### src/rtl/rng_draw_arbiter.sv
// Round-robin arbiter sharing one 3-bit LFSR among NUM_REQ consumers.
// Each draw steps the RNG exactly STEP_CYCLES times, then returns the value with a one-cycle grant.
module rng_draw_arbiter #(
    parameter int NUM_REQ     = 4,
    parameter int ID_W        = 2,
    parameter int STEP_CYCLES = 3
) (
    input  logic               clk,
    input  logic               rst,
    input  logic [NUM_REQ-1:0] req,
    input  logic               stir_en,
    input  logic [2:0]         rng_num,
    output logic               rng_gen,
    output logic [NUM_REQ-1:0] gnt,
    output logic [2:0]         rand_out,
    output logic [ID_W-1:0]    draw_id,
    output logic               busy
);

    localparam int IDX_W = $clog2(NUM_REQ);

    typedef enum logic [1:0] {
        IDLE = 2'd0,
        STEP = 2'd1,
        LOAD = 2'd2,
        DONE = 2'd3
    } state_t;

    state_t             state_q, state_d;
    logic [7:0]         step_cnt_q, step_cnt_d;
    logic [ID_W-1:0]    rr_ptr_q, rr_ptr_d;
    logic [ID_W-1:0]    winner_q, winner_d;
    logic               rng_gen_q, rng_gen_d;
    logic [NUM_REQ-1:0] gnt_q, gnt_d;
    logic [2:0]         rand_q, rand_d;
    logic [ID_W-1:0]    id_q, id_d;
    logic               busy_q, busy_d;

    logic [ID_W-1:0]    pick;
    logic               pick_vld;

    // First set request at or above rr_ptr, wrapping modulo NUM_REQ.
    always_comb begin
        int idx;
        pick     = '0;
        pick_vld = 1'b0;
        idx      = 0;
        for (int i = 0; i < NUM_REQ; i++) begin
            idx = int'(rr_ptr_q) + i;
            if (idx >= NUM_REQ) idx = idx - NUM_REQ;
            if (!pick_vld && req[IDX_W'(idx)]) begin
                pick_vld = 1'b1;
                pick     = ID_W'(idx);
            end
        end
    end

    always_comb begin
        state_d    = state_q;
        step_cnt_d = step_cnt_q;
        rr_ptr_d   = rr_ptr_q;
        winner_d   = winner_q;
        rng_gen_d  = rng_gen_q;
        gnt_d      = gnt_q;
        rand_d     = rand_q;
        id_d       = id_q;
        busy_d     = busy_q;
        case (state_q)
            IDLE: begin
                if (pick_vld) begin
                    winner_d   = pick;
                    step_cnt_d = '0;
                    rng_gen_d  = 1'b1;
                    busy_d     = 1'b1;
                    state_d    = STEP;
                end else begin
                    rng_gen_d  = stir_en;
                end
            end
            STEP: begin
                step_cnt_d = step_cnt_q + 8'd1;
                // Drop rng_gen on the edge where the count reaches STEP_CYCLES.
                if (step_cnt_q == 8'(STEP_CYCLES - 1)) begin
                    rng_gen_d = 1'b0;
                    state_d   = LOAD;
                end
            end
            LOAD: begin
                rand_d  = rng_num;
                id_d    = winner_q;
                gnt_d   = {{(NUM_REQ-1){1'b0}}, 1'b1} << winner_q;
                if (int'(winner_q) == NUM_REQ - 1) rr_ptr_d = '0;
                else                               rr_ptr_d = winner_q + 1'b1;
                state_d = DONE;
            end
            DONE: begin
                // Guard cycle: req is ignored so the winner can drop it as gnt ends.
                gnt_d     = '0;
                busy_d    = 1'b0;
                rng_gen_d = stir_en;
                state_d   = IDLE;
            end
            default: state_d = IDLE;
        endcase
    end

    always_ff @(posedge clk) begin
        if (rst) begin
            state_q    <= IDLE;
            step_cnt_q <= '0;
            rr_ptr_q   <= '0;
            winner_q   <= '0;
            rng_gen_q  <= 1'b0;
            gnt_q      <= '0;
            rand_q     <= '0;
            id_q       <= '0;
            busy_q     <= 1'b0;
        end else begin
            state_q    <= state_d;
            step_cnt_q <= step_cnt_d;
            rr_ptr_q   <= rr_ptr_d;
            winner_q   <= winner_d;
            rng_gen_q  <= rng_gen_d;
            gnt_q      <= gnt_d;
            rand_q     <= rand_d;
            id_q       <= id_d;
            busy_q     <= busy_d;
        end
    end

    assign rng_gen  = rng_gen_q;
    assign gnt      = gnt_q;
    assign rand_out = rand_q;
    assign draw_id  = id_q;
    assign busy     = busy_q;

endmodule

### config.mk
export PLATFORM = sky130hd
export DESIGN_NAME = rng_draw_arbiter
export DESIGN_NICKNAME = d
export VERILOG_FILES = /design/src/rtl/rng_draw_arbiter.sv
export SDC_FILE = /design/constraint.sdc
export NUM_CORES = 1
export LEC_CHECK = 0
export CAP_MARGIN = 30
export CORE_MARGIN = 2
export CORE_UTILIZATION = 56
export DETAILED_ROUTE_END_ITERATION = 12
export PLACE_DENSITY = 0.81
export SYNTH_ARGS = -nofsm -noshare
export SYNTH_HDL_FRONTEND = slang
export SYNTH_SLANG_ARGS = --single-unit
### constraint.sdc
create_clock -name clk -period 5.2 [get_ports clk]
set_input_delay 1.3 -clock clk [delete_from_list [all_inputs] [get_ports clk]]
set_output_delay 1.3 -clock clk [all_outputs]
set_load 0.02 [all_outputs]
Fig. 1: run 1, metal 1
Scale: 12 px per um. Supply wires on this layer in grey. Cells faint in the background.
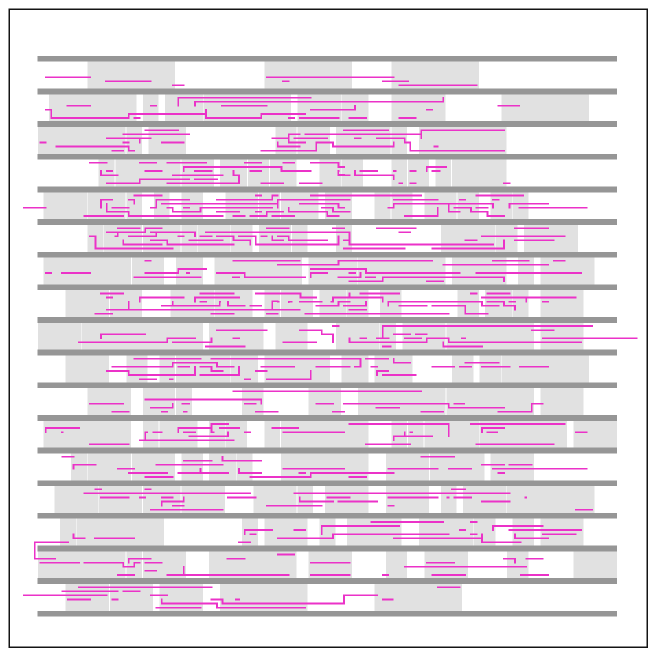
nets with wire on the layer: 164
wire length on this layer: 1,310 um
main direction: horizontal

Fig. 2: run 1, routing congestion
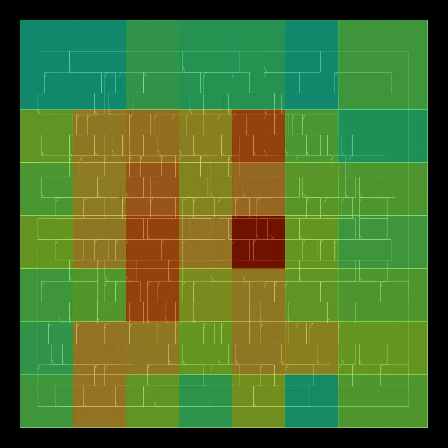
grt peak-use layer: met2
grt met2 use: 0.415
grt met1 use: 0.287
final core utilization: 0.710

Fig. 3: run 1, register map, names as in the netlist
Scale: 10 px per um.
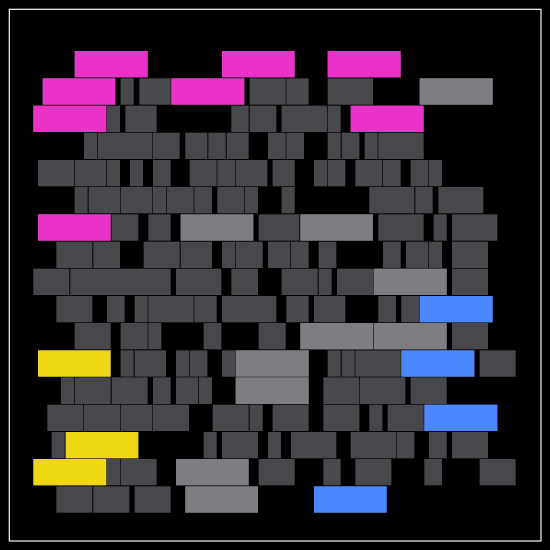
legend:
  rand_out:
    colour: yellow
    placed_flops: 3
  gnt:
    colour: blue
    placed_flops: 4
  step_cnt_q:
    colour: magenta
    placed_flops: 8

Fig. 4: run 1, the metal 3 layer
Scale: 8 px per um. Cells faint in the background.
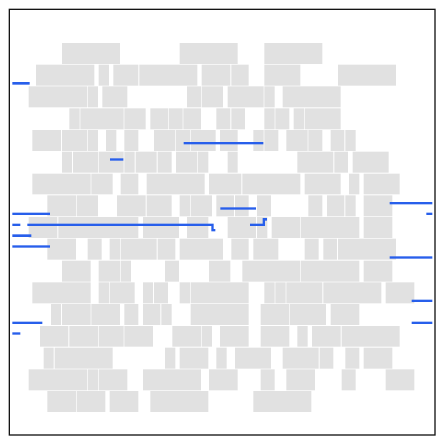
longest straight run: 23.0 um
nets with wire on the layer: 16
share of all routed wire: 2.7%
main direction: horizontal
wire length on this layer: 74.1 um

==> out/metrics.cfg, run 1 <==
[min_path]
hold_path_depth=2
holdPathEnd=rng_gen
hp-start=rng_gen
min_path_type=register to register

[place]
dpl-instance-area_um2=1560
routabilityCongestion=0.815
post-dp-hpwl_um=2060
dp_cells=189
place_ws_ps=2060

[cells_and_area]
largest_reg_flops=8
syn2layout_area_growth_pct=17.8
dominant_cells=logic gates
fin_nets=187
mi_logic_area_um2=783
signal_buffers=20
area_share_nonclk_buffers=0.126
inv_count=11
register_area_um2=500
clkbuf_count=4
lay_top_count=dfxtp_1
fin_cells=193
drive_gt1_frac=0.0485
multi_input_comb_cells=105
nFillCells=192
final-clk-cell-share=0.0166
top_register=step_cnt_q
comb_area_frac=0.494

[synthesis]
synth_nets=167
adder_share=0.102
yosysWarnings=0
syn_area_um2=1350
synth_top_area_share=0.372
yosys_area_um2=1350
numSynthFlops=25
synth_stat.cells=146
yosys.area_share.simple=0.173
xor_share=0.0260
synth_top_cell_by_area=dfxtp_1
ys_seq_share=0.372
async_flop_share=0
aoi_share=0.199
ys_types=38
synthCells=146
synth_area_per_cell_um2=9.22
top_cell=dfxtp_1
ys_sh_mux=0.0818
common_cells=dfxtp_1 (25), nor2_1 (15)

[timing]
fin_crit_ps=2820
timing.hold.ws_ps=484
setup-tns-final_ps=0
rsz0062_at_grt=false
slew_violations=0
setup_viol=0
worstMarginPinSlew_ps=793
fmaxAchievable_mhz=354
final.setup.worst_slack_ps=2380
hold_viol_final=0

[worst_setup_path]
reg2reg_to=step_cnt_q[7]
cp.arrival_ps=3000
rr_worst_depth=6
worstSetupEndpointType=register
crit_type=input pin to register
r2r_start=state_q[0]
critPathMaxStageDelay_ps=590
cp.required_ps=5380
cp_cell_sequence=clkdlybuf4s50_1 > nor4_2 > nand2_1 > a32oi_1 > nor2_1
crit_path_start_kind=input pin
reg2reg_slack_ps=3400
crit_fanout=6

[route]
avgRoutedWirePerCell_um=14.2
wl_met1_um=1310
top_layer_used=met4
drtAntennaViolNets=0
viasPerCell=5.79
drc=0
first_iter_violations=21
finalWirelength_um=2750
routed-wl-met2_um=1340
num_vias=1117
dr.pass1.iters=4
met3_length_um=74

[global_route]
antenna_found_initial=0
grtUsageMet3=0.0282
grt-ovfl-total=0
grt_pass1_wl_um=4800
grt_max_degree=24
grt_pass1_vias=1110
grt_use_total=0.232

[cts]
clock-root-buffer=clkbuf_4
cts_setup_buffers=0
cts_tree=yes
cts_sinks=25
cts_buffers=3
cts_max_path_buffers=2
insertion_delay_ps=310
path_clk_slew_ps=140
h-tree-depth=1
cts-hold-fix-buffers=0
postCtsResizedCells=0

[die]
initial_core_util=0.603
die_w_um=53.0
fp.dieH_um=53.0
core.rowCount=17
core_um2=2230
die-area_um2=2810
taps=28
ios=21

[pwr]
pg_clk_uw=85.1
seqPwrFrac=0.391
p_seq_uw=264
power-top-group=combinational logic
p_per_area_nw_per_um2=425
powerComb_uw=326
p_sw_frac=0.402
internal_power_uw=404
comb_power_share=0.483
ir_drop_mv=0.271

[flow_run]
maxCapViolCount=0
warnings=34

[status]
status=finished, final reports clean

run 1: how the worst max path moves through the flow:
stage                    end  cells past startpoint    from  slack, ps
6_report       step_cnt_q[1]                      5  req[2]       2380
3_3_place_gp     winner_q[1]                      5  req[3]       2200
4_1_cts        step_cnt_q[1]                      5  req[2]       2410
5_1_grt        step_cnt_q[1]                      5  req[2]       2290
3_5_place_dp   step_cnt_q[1]                      5  req[2]       2060
2_1_floorplan    winner_q[1]                      4  req[2]       2870
run 1: critical path, delay by kind of cell:
kind / cells / cell delay, ps
AOI/OAI and AO/OA: 1 / 280
and+or+nand+nor: 3 / 890
buffers and inverters: 1 / 540
==> run 1 -> run 2 <==
- CORE_UTILIZATION: 56 -> 47
- PLACE_DENSITY: 0.81 -> 0.72
- clock period: 5.2 -> 2.42 ns (I/O delays scaled with it)
Fig. 5: run 2, metal 1
Scale: 10 px per um. Supply wires on this layer in grey. Cells faint in the background.
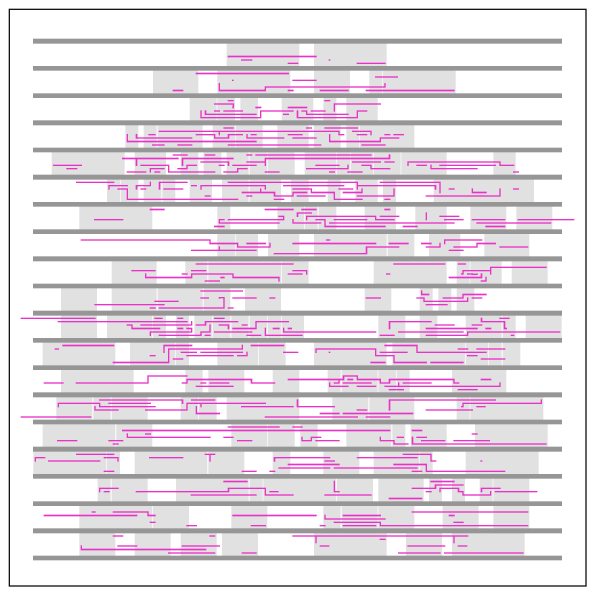
wire length on this layer: 1,360 um
nets with wire on the layer: 168

Fig. 6: run 2, wiring by layer
Scale: 8 px per um. Only two layers are drawn.
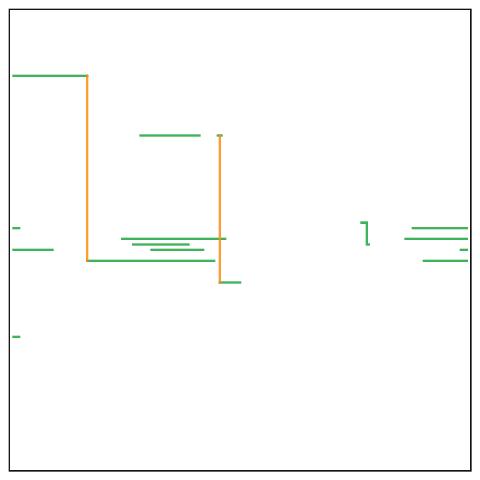
legend:
  metal 4:
    colour: orange
    wire_length: 41.5 um
  metal 3:
    colour: green
    wire_length: 91.8 um

==> run 2 against run 1 <==
Via count shrank 0.90%. Combinational power grew 120%. Sequential share of layout area shrank 0.61 points. Design area grew 2.0%. Clock-buffer cell count shrank 1. Worst setup slack lost 1900 ps. Die size grew 18%. Clock power grew 140%. Worst hold slack gained 4.4 ps.
==> out/metrics.cfg, run 2 <==
[worst_setup_path]
rr_worst_depth=6  ; unchanged
r2r_start=state_q[0]  ; unchanged
critPathTopFamily=buffers and inverters  ; was simple AND/OR/NAND/NOR gates
worstSetupEndpointType=register  ; unchanged
crit_type=input pin to register  ; unchanged
crit_path_start_kind=input pin  ; unchanged
cp_cell_sequence=clkdlybuf4s50_1 > or4b_1 > a211oi_2 > nor2_1 > a221oi_2  ; was clkdlybuf4s50_1 > nor4_2 > nand2_1 > a32oi_1 > nor2_1
reg2reg_slack_ps=620  ; was 3400 ps
startpoint=req[3]  ; was req[2]
critPathCapture=winner_q[1]  ; was step_cnt_q[1]
cp.required_ps=2680  ; was 5380 ps
cp.depth=5  ; unchanged
cp.arrival_ps=2230  ; was 3000 ps
crit_buf_inv=1  ; unchanged
critPathMaxStageDelay_ps=640  ; was 590 ps
reg2reg_to=step_cnt_q[7]  ; unchanged

[die]
die_w_um=57.5  ; was 53.0 um
fp.dieH_um=57.5  ; was 53.0 um
core_um2=2730  ; was 2230 um2
ios=21  ; unchanged
taps=31  ; was 28
core.rowCount=19  ; was 17

[synthesis]
synth_top_cell_by_area=dfxtp_1  ; unchanged
async_flop_share=0  ; unchanged
adder_share=0.102  ; unchanged
synth_nets=167  ; unchanged
synth_stat.cells=146  ; unchanged
xor_share=0.0260  ; unchanged
aoi_share=0.199  ; unchanged
ys_seq_share=0.372  ; unchanged
yosysWarnings=0  ; unchanged
synth_area_per_cell_um2=9.22  ; unchanged
yosys.area_share.simple=0.173  ; unchanged
synth_top_area_share=0.372  ; unchanged
syn_area_um2=1350  ; unchanged
synthCells=146  ; unchanged
ys_types=38  ; unchanged
top_cell=dfxtp_1  ; unchanged

[route]
wl_met1_um=1360  ; was 1310 um
finalWirelength_um=2710  ; was 2750 um
dr.pass1.iters=4  ; unchanged
top_layer_used=met4  ; unchanged
avgRoutedWirePerCell_um=13.6  ; was 14.2 um
met3_length_um=91  ; was 74 um
drc=0  ; unchanged
drtAntennaViolNets=0  ; unchanged

[cts]
insertion_delay_ps=320  ; was 310 ps
cts_setup_buffers=0  ; unchanged
cts_buffers=3  ; unchanged
clock-root-buffer=clkbuf_4  ; unchanged
h-tree-depth=1  ; unchanged
cts_tree=yes  ; unchanged
path_clk_slew_ps=150  ; was 140 ps

[cells_and_area]
top_register=step_cnt_q  ; unchanged
inv_count=11  ; unchanged
nFillCells=252  ; was 192
signal_buffers=23  ; was 20
area_share_nonclk_buffers=0.138  ; was 0.126
fin_nets=190  ; was 187
syn2layout_area_growth_pct=20.2  ; was 17.8%
drive_gt1_frac=0.0714  ; was 0.0485
register_area_um2=500  ; unchanged
lay_top_count=dfxtp_1  ; unchanged
multi_input_comb_cells=105  ; unchanged
comb_area_frac=0.484  ; was 0.494

[global_route]
grt_max_degree=17  ; was 24
grt_pass1_vias=1087  ; was 1,110
grt_use_met1=0.257  ; was 0.287
antenna_found_initial=0  ; unchanged
grt-busiest-layer=met2  ; unchanged
grtUsageMet3=0.0204  ; was 0.0282
grt_use_total=0.184  ; was 0.232
grt_pass1_wl_um=4810  ; was 4800 um
grt-ovfl-total=0  ; unchanged

[place]
routabilityCongestion=0.842  ; was 0.815
dp_cells=195  ; was 189
post-dp-hpwl_um=2050  ; was 2060 um

[flow_run]
maxCapViolCount=0  ; unchanged
warnings=34  ; unchanged

[pwr]
p_per_area_nw_per_um2=918  ; was 425 nW/um2
ir_drop_mv=0.669  ; was 0.271 mV

[timing]
hold_viol_final=0  ; unchanged
setup_viol=0  ; unchanged
rsz0062_at_grt=false  ; unchanged
fmaxAchievable_mhz=508
setup-tns-final_ps=0  ; unchanged
slew_violations=0  ; unchanged
fin_crit_ps=1970

[status]
status=finished, final reports clean  ; unchanged

[min_path]
min_path_type=register to register  ; unchanged
hold_path_depth=2  ; unchanged

Fig. 7: run 2, register map, names as in the netlist
Scale: 8 px per um.
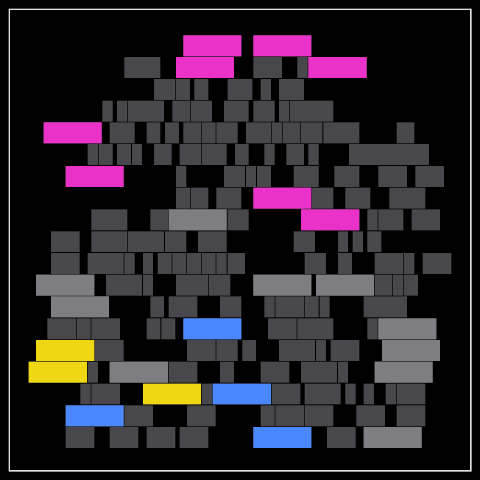
legend:
  rand_out:
    colour: yellow
    placed_flops: 3
  gnt:
    colour: blue
    placed_flops: 4
    where: bottom centre
  step_cnt_q:
    colour: magenta
    placed_flops: 8
not coloured: 10

## run 2: cell counts after synthesis
No cell type changed its count.
## run 2: stage by stage
stage	worst slack (ps)	util
2_1_floorplan	780	-
3_3_place_gp	166	0.580
3_5_place_dp	104	0.580
4_1_cts	455	0.592
5_1_grt	362	0.592
6_report	450	0.592
## run 2: how the worst min path moves through the flow
| stage | to | startpoint |
|---|---|---|
| after floorplan | step_cnt_q[0] | step_cnt_q[0] |
| after global placement | rng_gen | rng_gen |
| after detailed placement | rng_gen | rng_gen |
| after CTS | rng_gen | rng_gen |
| after global routing | rng_gen | rng_gen |
| final | rng_gen | rng_gen |
## run 2: where the power goes
part	leakage [nW]	internal [mW]	total (mW)	switching, mW
combinational	0.373	0.326	0.716	0.390
sequential	0.203	0.494	0.568	0.0745
clock	0.0183	0.0673	0.200	0.133
==> run 2 -> run 3 <==
- clock period: 2.42 -> 1.8 ns (I/O delays scaled with it)
Fig. 8: run 3, wiring by layer
Scale: 8 px per um. Only two layers are drawn.
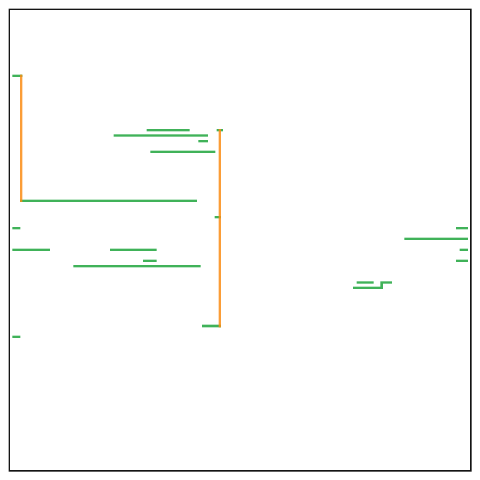
legend:
  metal 3:
    colour: green
    wire_length: 96.9 um
  metal 4:
    colour: orange
    wire_length: 40.1 um

Fig. 9: run 3, register map, names as in the netlist
Scale: 8 px per um.
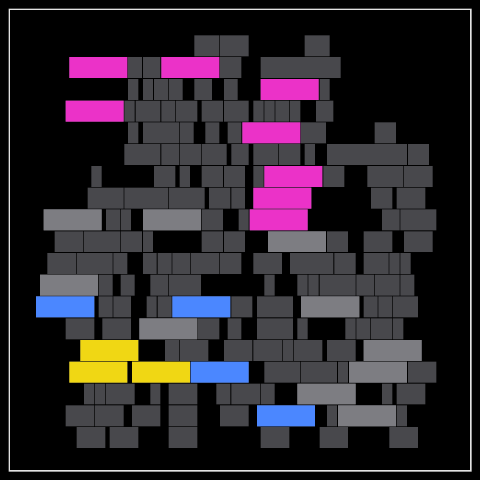
legend:
  rand_out:
    colour: yellow
    placed_flops: 3
  gnt:
    colour: blue
    placed_flops: 4
  step_cnt_q:
    colour: magenta
    placed_flops: 8
not coloured: 10

==> run 3 against run 2 <==
Critical path type unchanged. Critical endpoint unchanged. Combinational power rose by 47%. Sequential share of layout area fell by 1.3 points. Critical path depth did not move. Register-to-register slack got worse by 510 ps. Worst hold slack barely moved. Clock power rose by 24%. Via count rose by 2.3%.
==> out/metrics.cfg, run 3 <==
[route]
viasPerCell=5.47  ; was 5.56
first_iter_violations=78  ; was 47
dr.pass1.iters=4  ; unchanged
drc=0  ; unchanged
finalWirelength_um=2760  ; was 2710 um
num_vias=1132  ; was 1,107

[synthesis]
syn_area_um2=1350  ; unchanged
top_cell=dfxtp_1  ; unchanged
synth_area_per_cell_um2=9.22  ; unchanged
yosys_area_um2=1350  ; unchanged
synth_top_area_share=0.372  ; unchanged
aoi_share=0.199  ; unchanged
common_cells=dfxtp_1 (25), nor2_1 (15)  ; unchanged
xor_share=0.0260  ; unchanged
synth_nets=167  ; unchanged
async_flop_share=0  ; unchanged
ys_seq_share=0.372  ; unchanged
ys_types=38  ; unchanged
yosysWarnings=0  ; unchanged
ys_sh_mux=0.0818  ; unchanged
synthCells=146  ; unchanged
synth_stat.cells=146  ; unchanged
numSynthFlops=25  ; unchanged
synth_top_cell_by_area=dfxtp_1  ; unchanged
yosys.area_share.simple=0.173  ; unchanged
adder_share=0.102  ; unchanged

[die]
taps=31  ; unchanged
core.rowCount=19  ; unchanged
core_um2=2730  ; unchanged
ios=21  ; unchanged
initial_core_util=0.492  ; unchanged
fp.dieH_um=57.5  ; unchanged
die-area_um2=3310  ; unchanged

[cells_and_area]
largest_reg_flops=8  ; unchanged
inv_count=11  ; unchanged
fin_cells=207  ; was 199
multi_input_comb_cells=105  ; unchanged
final-clk-cell-share=0.0163  ; was 0.0193
mi_logic_area_um2=798  ; was 783 um2
clkbuf_count=3  ; unchanged
register_area_um2=500  ; unchanged
top_register=step_cnt_q  ; unchanged
comb_area_frac=0.472  ; was 0.484
nFillCells=231  ; was 252
dominant_cells=logic gates  ; unchanged
fin_nets=198  ; was 190
signal_buffers=31  ; was 23
lay_top_count=dfxtp_1  ; unchanged

[worst_setup_path]
cp.arrival_ps=2000  ; was 2230 ps
reg2reg_slack_ps=110  ; was 620 ps
crit_buf_inv=1  ; unchanged
critPathMaxStageDelay_ps=580  ; was 640 ps
cp.depth=5  ; unchanged
crit_path_start_kind=input pin  ; unchanged
crit_fanout=4  ; was 7
startpoint=req[3]  ; unchanged
critPathTopFamily=buffers and inverters  ; unchanged
r2r_start=state_q[0]  ; unchanged

[min_path]
holdPathEnd=rng_gen  ; unchanged
min_path_type=register to register  ; unchanged
hp-start=rng_gen  ; unchanged
hold_path_depth=2  ; unchanged

[cts]
insertion_delay_ps=310  ; was 320 ps
cts-hold-fix-buffers=0  ; unchanged
path_clk_slew_ps=130  ; was 150 ps
h-tree-depth=1  ; unchanged
cts_max_path_buffers=2  ; unchanged
cts_setup_buffers=0  ; unchanged
cts_sinks=25  ; unchanged
cts_tree=yes  ; unchanged
postCtsResizedCells=0  ; unchanged
clock-root-buffer=clkbuf_4  ; unchanged

[pwr]
pg_clk_uw=249  ; was 200 uW
p_seq_uw=759  ; was 568 uW
comb_power_share=0.511  ; was 0.482
p_per_area_nw_per_um2=1220  ; was 918 nW/um2
internal_power_mw=1.26  ; was 887 uW
powerComb_mw=1.05  ; was 716 uW
seqPwrFrac=0.368  ; was 0.383
ir_drop_mv=0.828  ; was 0.669 mV
pwr-share-clk=0.121  ; was 0.135
p_sw_uw=804  ; was 597 uW
power-top-group=combinational logic  ; unchanged

[global_route]
grt_max_degree=15  ; was 17
grt_pass1_vias=1134  ; was 1,087
antenna_found_initial=0  ; unchanged
grt_pass1_wl_um=4860  ; was 4810 um

[place]
place_ws_ps=-294  ; was 104 ps
dp_cells=203  ; was 195
post-dp-hpwl_um=2090  ; was 2050 um
dpl-instance-area_um2=1650  ; was 1590 um2

[timing]
setup-tns-final_ps=0  ; unchanged
rsz0062_at_grt=false  ; unchanged
fmaxAchievable_mhz=568
hold_viol_final=0  ; unchanged
fin_crit_ps=1760
worstMarginPinSlew_ps=391  ; was 709 ps
setup_viol=0  ; unchanged

[flow_run]
warnings=34  ; unchanged
maxCapViolCount=0  ; unchanged

[status]
status=finished, final reports clean  ; unchanged

Fig. 10: run 3, routing congestion
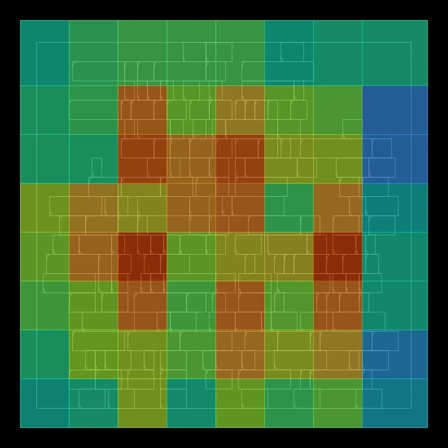
grt met2 use: 0.292
final core utilization: 0.619
overall global routing resource usage: 0.185
DR WL/cell: 13.3 um
met3 usage: 0.0204

## run 3: netlist changes by cell type in the layout (fill, tap and decap cells not counted)
cell | previous run | this run
clkdlybuf4s50_1 | 20 | 19
inv_6 | 1 | 0
a2111oi_4 | 0 | 1
dlymetal6s2s_1 | 0 | 1
a2111oi_2 | 1 | 0
clkinv_2 | 0 | 1
ha_1 | 11 | 10
buf_4 | 3 | 11
ha_2 | 0 | 1
## run 3: layer usage
metal,vias up,part of all wire,GRT usage
met1,520,0.48,0.258
met2,29,0.47,0.292
li1,578,-,-
met4,0,0.014,0.0698
met5,-,0,0
met3,5,0.035,0.0204
No activity file was given, so power comes from the tool's default toggle rates.
